==> config.mk <==
export PLATFORM = sky130hd
export DESIGN_NAME = branch_ctrl
export DESIGN_NICKNAME = d
export VERILOG_FILES = /design/src/rtl/branch_ctrl_pkg.sv /design/src/rtl/branch_ctrl_bcnt_sat.sv /design/src/rtl/branch_ctrl.sv
export SDC_FILE = /design/constraint.sdc
export NUM_CORES = 1
export LEC_CHECK = 0
export ABC_AREA = 1
export CAP_MARGIN = 5
export CORE_MARGIN = 4
export CORE_UTILIZATION = 46
export DETAILED_ROUTE_END_ITERATION = 7
export HOLD_SLACK_MARGIN = 0.1
export PLACE_DENSITY = 0.73
export SETUP_SLACK_MARGIN = 0.15
export SYNTH_ARGS = -nofsm -noshare
export SYNTH_HDL_FRONTEND = slang
export SYNTH_SLANG_ARGS = --single-unit
==> constraint.sdc <==
create_clock -name clk -period 13.5 [get_ports clk]
set_input_delay 2.025 -clock clk [delete_from_list [all_inputs] [get_ports clk]]
set_output_delay 2.025 -clock clk [all_outputs]
set_load 0.005 [all_outputs]
==> src/rtl/branch_ctrl_pkg.sv <==
// Shared types and constants for the branch sequencing block.
// Holds the sequencer state encoding, MIPS-style compare codes and the link register index.
// Pure declarations; no logic, no latency, no flow control.
package branch_ctrl_pkg;

    typedef enum logic [1:0] {
        ST_IDLE     = 2'd0,
        ST_WAIT     = 2'd1,
        ST_RESOLVE  = 2'd2,
        ST_REDIRECT = 2'd3
    } state_t;

    localparam logic [2:0] BR_BEQ    = 3'b000;
    localparam logic [2:0] BR_BNE    = 3'b001;
    localparam logic [2:0] BR_BGEZ   = 3'b010;
    localparam logic [2:0] BR_BGTZ   = 3'b011;
    localparam logic [2:0] BR_BLEZ   = 3'b100;
    localparam logic [2:0] BR_BLTZ   = 3'b101;
    localparam logic [2:0] BR_BGEZAL = 3'b110;
    localparam logic [2:0] BR_BLTZAL = 3'b111;

    // Architectural register written by the and-link branch variants.
    localparam int unsigned LINK_REG = 31;

    // True for the compare codes that also write the return address.
    function automatic logic is_link(input logic [2:0] code);
        return (code == BR_BGEZAL) || (code == BR_BLTZAL);
    endfunction

endpackage

==> src/rtl/branch_ctrl_bcnt_sat.sv <==
// Saturating up-counter with synchronous clear, used for branch statistics.
// Latency: count visible one cycle after the increment/clear request.
// No backpressure; clear takes priority over increment, count sticks at all-ones.
module bcnt_sat #(
    parameter int CNT_W = 16
) (
    input  logic             clk,
    input  logic             rst,
    input  logic             clr_i,
    input  logic             inc_i,
    output logic [CNT_W-1:0] cnt_o
);

    logic [CNT_W-1:0] cnt_q;
    logic [CNT_W-1:0] cnt_d;

    // Next count: clear first, then increment unless already saturated.
    always_comb begin
        cnt_d = cnt_q;
        if (clr_i) begin
            cnt_d = '0;
        end else if (inc_i && (cnt_q != '1)) begin
            cnt_d = cnt_q + 1'b1;
        end
    end

    // Counter register.
    always_ff @(posedge clk or posedge rst) begin
        if (rst) begin
            cnt_q <= '0;
        end else begin
            cnt_q <= cnt_d;
        end
    end

    assign cnt_o = cnt_q;

endmodule

==> src/rtl/branch_ctrl.sv <==
// ID-stage conditional branch sequencer: waits out operand hazards, drives the external comparator, redirects on taken.
// Latency: accept -> redirect_valid in 2 cycles when operands are ready; plus one cycle per busy cycle otherwise.
// Backpressure: stall_id holds PC and IF/ID while a branch is pending; inputs ignored outside IDLE.
module branch_ctrl
    import branch_ctrl_pkg::*;
#(
    parameter int CNT_W = 16
) (
    input  logic             clk,
    input  logic             rst,
    input  logic             br_valid,
    input  logic [2:0]       br_type,
    input  logic [31:0]      br_pc,
    input  logic [15:0]      br_imm,
    input  logic             rs_busy,
    input  logic             rt_busy,
    output logic [2:0]       cmpctr,
    input  logic             branch_used,
    output logic             stall_id,
    output logic             redirect_valid,
    output logic [31:0]      redirect_pc,
    output logic             flush_if,
    output logic             link_we,
    output logic [31:0]      link_data,
    input  logic             clr_cnt,
    output logic [CNT_W-1:0] branch_cnt,
    output logic [CNT_W-1:0] taken_cnt
);

    state_t      state_q, state_d;
    logic [2:0]  type_q;
    logic [31:0] pc_q;
    logic [15:0] imm_q;

    logic        busy;
    logic        accept;
    logic        in_resolve;
    logic [31:0] target;

    assign busy       = rs_busy | rt_busy;
    assign accept     = (state_q == ST_IDLE) && br_valid;
    assign in_resolve = (state_q == ST_RESOLVE);

    // Next-state selection; br_valid only matters in IDLE.
    always_comb begin
        state_d = state_q;
        unique case (state_q)
            ST_IDLE:     if (br_valid) state_d = busy ? ST_WAIT : ST_RESOLVE;
            ST_WAIT:     if (!busy) state_d = ST_RESOLVE;
            ST_RESOLVE:  state_d = branch_used ? ST_REDIRECT : ST_IDLE;
            ST_REDIRECT: state_d = ST_IDLE;
            default:     state_d = ST_IDLE;
        endcase
    end

    // State register.
    always_ff @(posedge clk or posedge rst) begin
        if (rst) begin
            state_q <= ST_IDLE;
        end else begin
            state_q <= state_d;
        end
    end

    // Capture the branch fields once on acceptance; they stay frozen until the next one.
    always_ff @(posedge clk or posedge rst) begin
        if (rst) begin
            type_q <= '0;
            pc_q   <= '0;
            imm_q  <= '0;
        end else if (accept) begin
            type_q <= br_type;
            pc_q   <= br_pc;
            imm_q  <= br_imm;
        end
    end

    // Branch target: delay-slot PC plus word-scaled signed offset, wrapping at 2^32.
    assign target = pc_q + 32'd4 + {{14{imm_q[15]}}, imm_q, 2'b00};

    // Outputs are forced quiet while reset is held, including the datapath values.
    assign cmpctr         = type_q;
    assign stall_id       = !rst && ((state_q == ST_WAIT) || in_resolve ||
                                     ((state_q == ST_IDLE) && br_valid));
    assign redirect_valid = !rst && (state_q == ST_REDIRECT);
    assign flush_if       = redirect_valid;
    assign redirect_pc    = rst ? 32'd0 : target;
    assign link_we        = !rst && in_resolve && is_link(type_q);
    assign link_data      = rst ? 32'd0 : (pc_q + 32'd8);

    bcnt_sat #(.CNT_W(CNT_W)) u_branch_cnt (
        .clk   (clk),
        .rst   (rst),
        .clr_i (clr_cnt),
        .inc_i (in_resolve),
        .cnt_o (branch_cnt)
    );

    bcnt_sat #(.CNT_W(CNT_W)) u_taken_cnt (
        .clk   (clk),
        .rst   (rst),
        .clr_i (clr_cnt),
        .inc_i (in_resolve && branch_used),
        .cnt_o (taken_cnt)
    );

endmodule

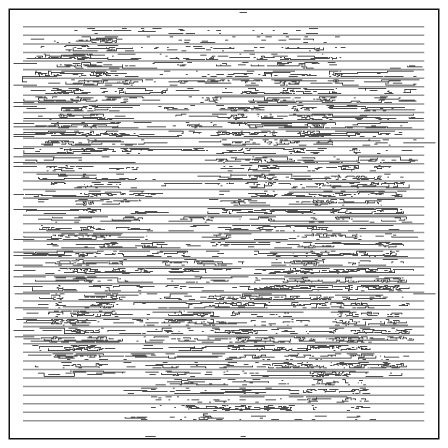
**Above:** the metal 1 layer.
Supply wires on this layer in gray.
main direction: horizontal
longest straight run: 34.0 µm
nets with wire on the layer: 1,299
wire length reported by the detailed router: 22,390 µm
grt met1 use: 30.48%
number of vias in the routed layout: 7,664

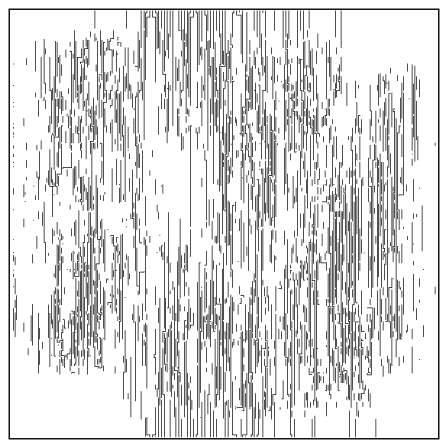
**Above:** met2 routing.
nets with wire on the layer: 1,134
share of all routed wire: 50%
met2 capacity usage during global routing: 43.89%

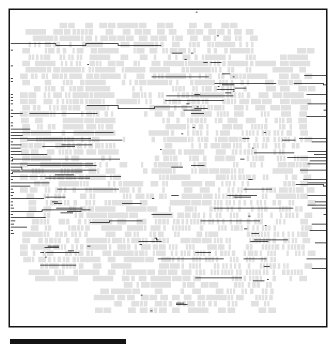
**Above:** signal wires on met3.
The bar under the picture is 50 µm long.
wire length on this layer: 1,480 µm
longest straight run: 47.1 µm
nets with wire on the layer: 141
share of all routed wire: 6.6%
main direction: horizontal
global-route met3 utilization: 5.033%

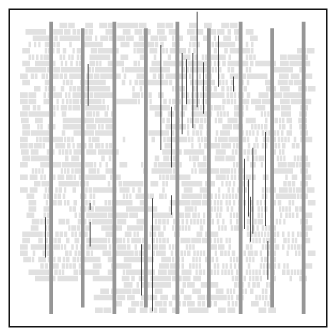
**Above:** met4 routing.
Supply wires on this layer in gray.
longest straight run: 48.3 µm
share of all routed wire: 2.4%

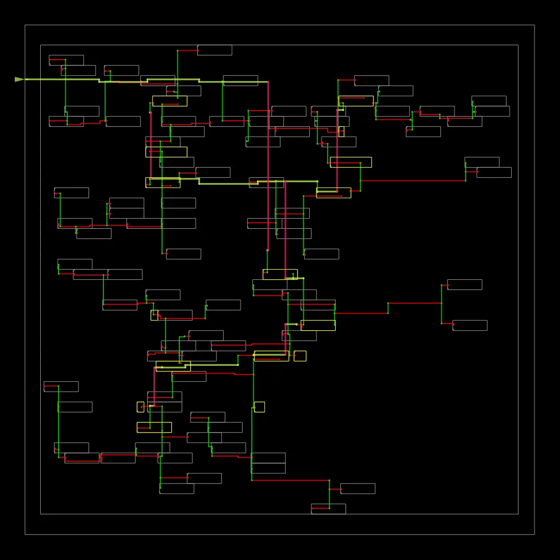
**Above:** clock nets.
clock buffer instance count of the final layout: 10
clk pwr: 0.000270 W
clock latency of the later-clocked register in the worst-skew pair: 0.35 ns
CTS buffer count: 9
sinks on the clock net: 85

==> flow_summary.rst <==
Metrics
=======

.. list-table::
   :header-rows: 1

   * - Metric
     - Value
   * - Final-layout setup total negative slack
     - 0 ns
   * - Fraction of power spent switching nets
     - 50.54%
   * - Root Buffer
     - sky130_fd_sc_hd__clkbuf_16
   * - Die ar.
     - 18,470 µm²
   * - Top Family by Delay on Critical Path
     - buffers and inverters
   * - Overall Global Routing Usage
     - 24.81%
   * - Cell area after synthesis
     - 7523 µm²
   * - Number of global-route vias before repair
     - 7,355
   * - Portion of the post-synthesis area used by sequential elements
     - 28.27%
   * - Setup violators final
     - 0
   * - FMAX
     - 0.1451 GHz
   * - Tally of non-filler cells in the final layout
     - 1,503
   * - Comb pwr
     - 0.00192 W
   * - Count of warning messages emitted by the tools
     - 30
   * - Worst Path Class, Setup
     - in2out
   * - Number of cells upsized or downsized after cts
     - 0
   * - Synthesized netlist net count
     - 1,255
   * - Met2 routed WL
     - 11,280 µm
   * - Sequential cell fraction of total power
     - 16.6%
   * - CTS tree
     - yes
   * - Height of the die
     - 135.9 µm
   * - Ratio of total power to cell area
     - 272.4 nW/µm²
   * - Post-CTS Setup Repair Bufs
     - 0
   * - Stage delay of the slowest cell on the critical path
     - 0.73 ns
   * - First DRT Iteration DRCs
     - 512
   * - Worst Skew
     - 0.008180 ns
   * - Library cell occupying the most area in the post-synthesis netlist
     - sky130_fd_sc_hd__dfrtp_1
   * - Final Instance Area
     - 9625 µm²
   * - Final critical-path required period
     - 6.894 ns
   * - Minimum hold slack
     - 0.5143 ns
   * - Synth logic family
     - simple AND/OR/NAND/NOR gates
   * - Combinational share of power
     - 73.1%
   * - Max reg flops
     - 32
   * - Number of hold-slack violations in the final timing report
     - 0
   * - Init Core Util
     - 47.19%
   * - Placed inst area
     - 9310 µm²
   * - Critical path capture point type
     - output port
   * - Average instance area after synthesis
     - 6.652 µm²
   * - Post-synthesis adder-cell area fraction
     - 11.08%
   * - Transition time of the tightest slew-check pin
     - 0.8840 ns
   * - Register-to-register path setup slack
     - 11.41 ns
   * - Count of different cell masters after synthesis
     - 48
   * - Overall power consumption
     - 0.002622 W
   * - Sequential cell power
     - 0.000434 W
   * - Worst min path class
     - reg2reg
   * - Primary FF master, synth
     - sky130_fd_sc_hd__dfrtp_1
   * - Core area
     - 15,940 µm²
   * - Relative max-transition margin
     - 41.07%
   * - Leading cell types by total area after synthesis
     - sky130_fd_sc_hd__dfrtp_1 (28%), sky130_fd_sc_hd__nand2_1 (15%), sky130_fd_sc_hd__ha_1 (11%), sky130_fd_sc_hd__inv_1 (8.5%), sky130_fd_sc_hd__nor2_1 (8.1%)
   * - Hold-fix buffers, CTS
     - 0
   * - Proportion of layout cells with a drive suffix above 1
     - 6.294%
   * - RSZ-0062 raised after global routing
     - false
   * - Chip width
     - 135.9 µm
   * - Count of instantiated cells in the yosys netlist
     - 1,131
   * - Final weighted congestion in routability-driven placement
     - 0.9340
   * - Area fraction in mux cells
     - 3.892%
   * - Bufs and invs on worst path
     - 5
   * - Post-detailed-placement half-perimeter wirelength
     - 17,840 µm
   * - Global route hottest layer
     - met2
   * - Switching power
     - 0.001325 W
   * - Required arrival time at the worst endpoint
     - 11.48 ns
   * - Worst EP arrival
     - 4.87 ns
   * - CTS H-tree depth
     - 3
   * - Logic depth of the worst setup path including buffers
     - 7
   * - Startpoint kind of the worst setup timing path
     - primary input
   * - Antenna-violating nets left
     - 0
   * - Reg-to-reg critical path endpoint
     - u_taken_cnt.cnt_o[13]
   * - Total inserted antenna cells
     - 0
   * - Pin count of the biggest net entering global routing
     - 78
   * - Total length of routed met3 wires
     - 1475 µm
   * - Final critical-path setup slack
     - 6.606 ns
   * - Peak VDD IR
     - 0.1198 mV
   * - Largest type area fraction
     - 28.27%
   * - Status
     - finished clean
[worst min path at each step]
stage | slack, ns | startpoint | end | cells past startpoint
final | 0.51 | imm_q[3] | imm_q[3] | 1
after global routing | 0.52 | imm_q[10] | imm_q[10] | 1
after CTS | 0.52 | imm_q[10] | imm_q[10] | 1
after detailed placement | 0.50 | imm_q[3] | imm_q[3] | 1
after global placement | 0.49 | cmpctr[0] | cmpctr[0] | 1
after floorplan | 0.48 | pc_q[0] | pc_q[0] | 2
[layout make-up]
type                            count  area (µm²)  share of cell area [%]
Clock buffer                       10       229.0                   2.379
Clock inverter                      6       86.33                  0.8969
Inverter                          174       660.6                   6.863
Multi-Input combinational cell    849        4628                   48.08
Sequential cell                    85        2127                   22.10
Tap cell                          216       270.3                   2.808
Timing Repair Buffer              163        1624                   16.87
Power figures rest on the tool's default switching activity, not on a simulated workload.
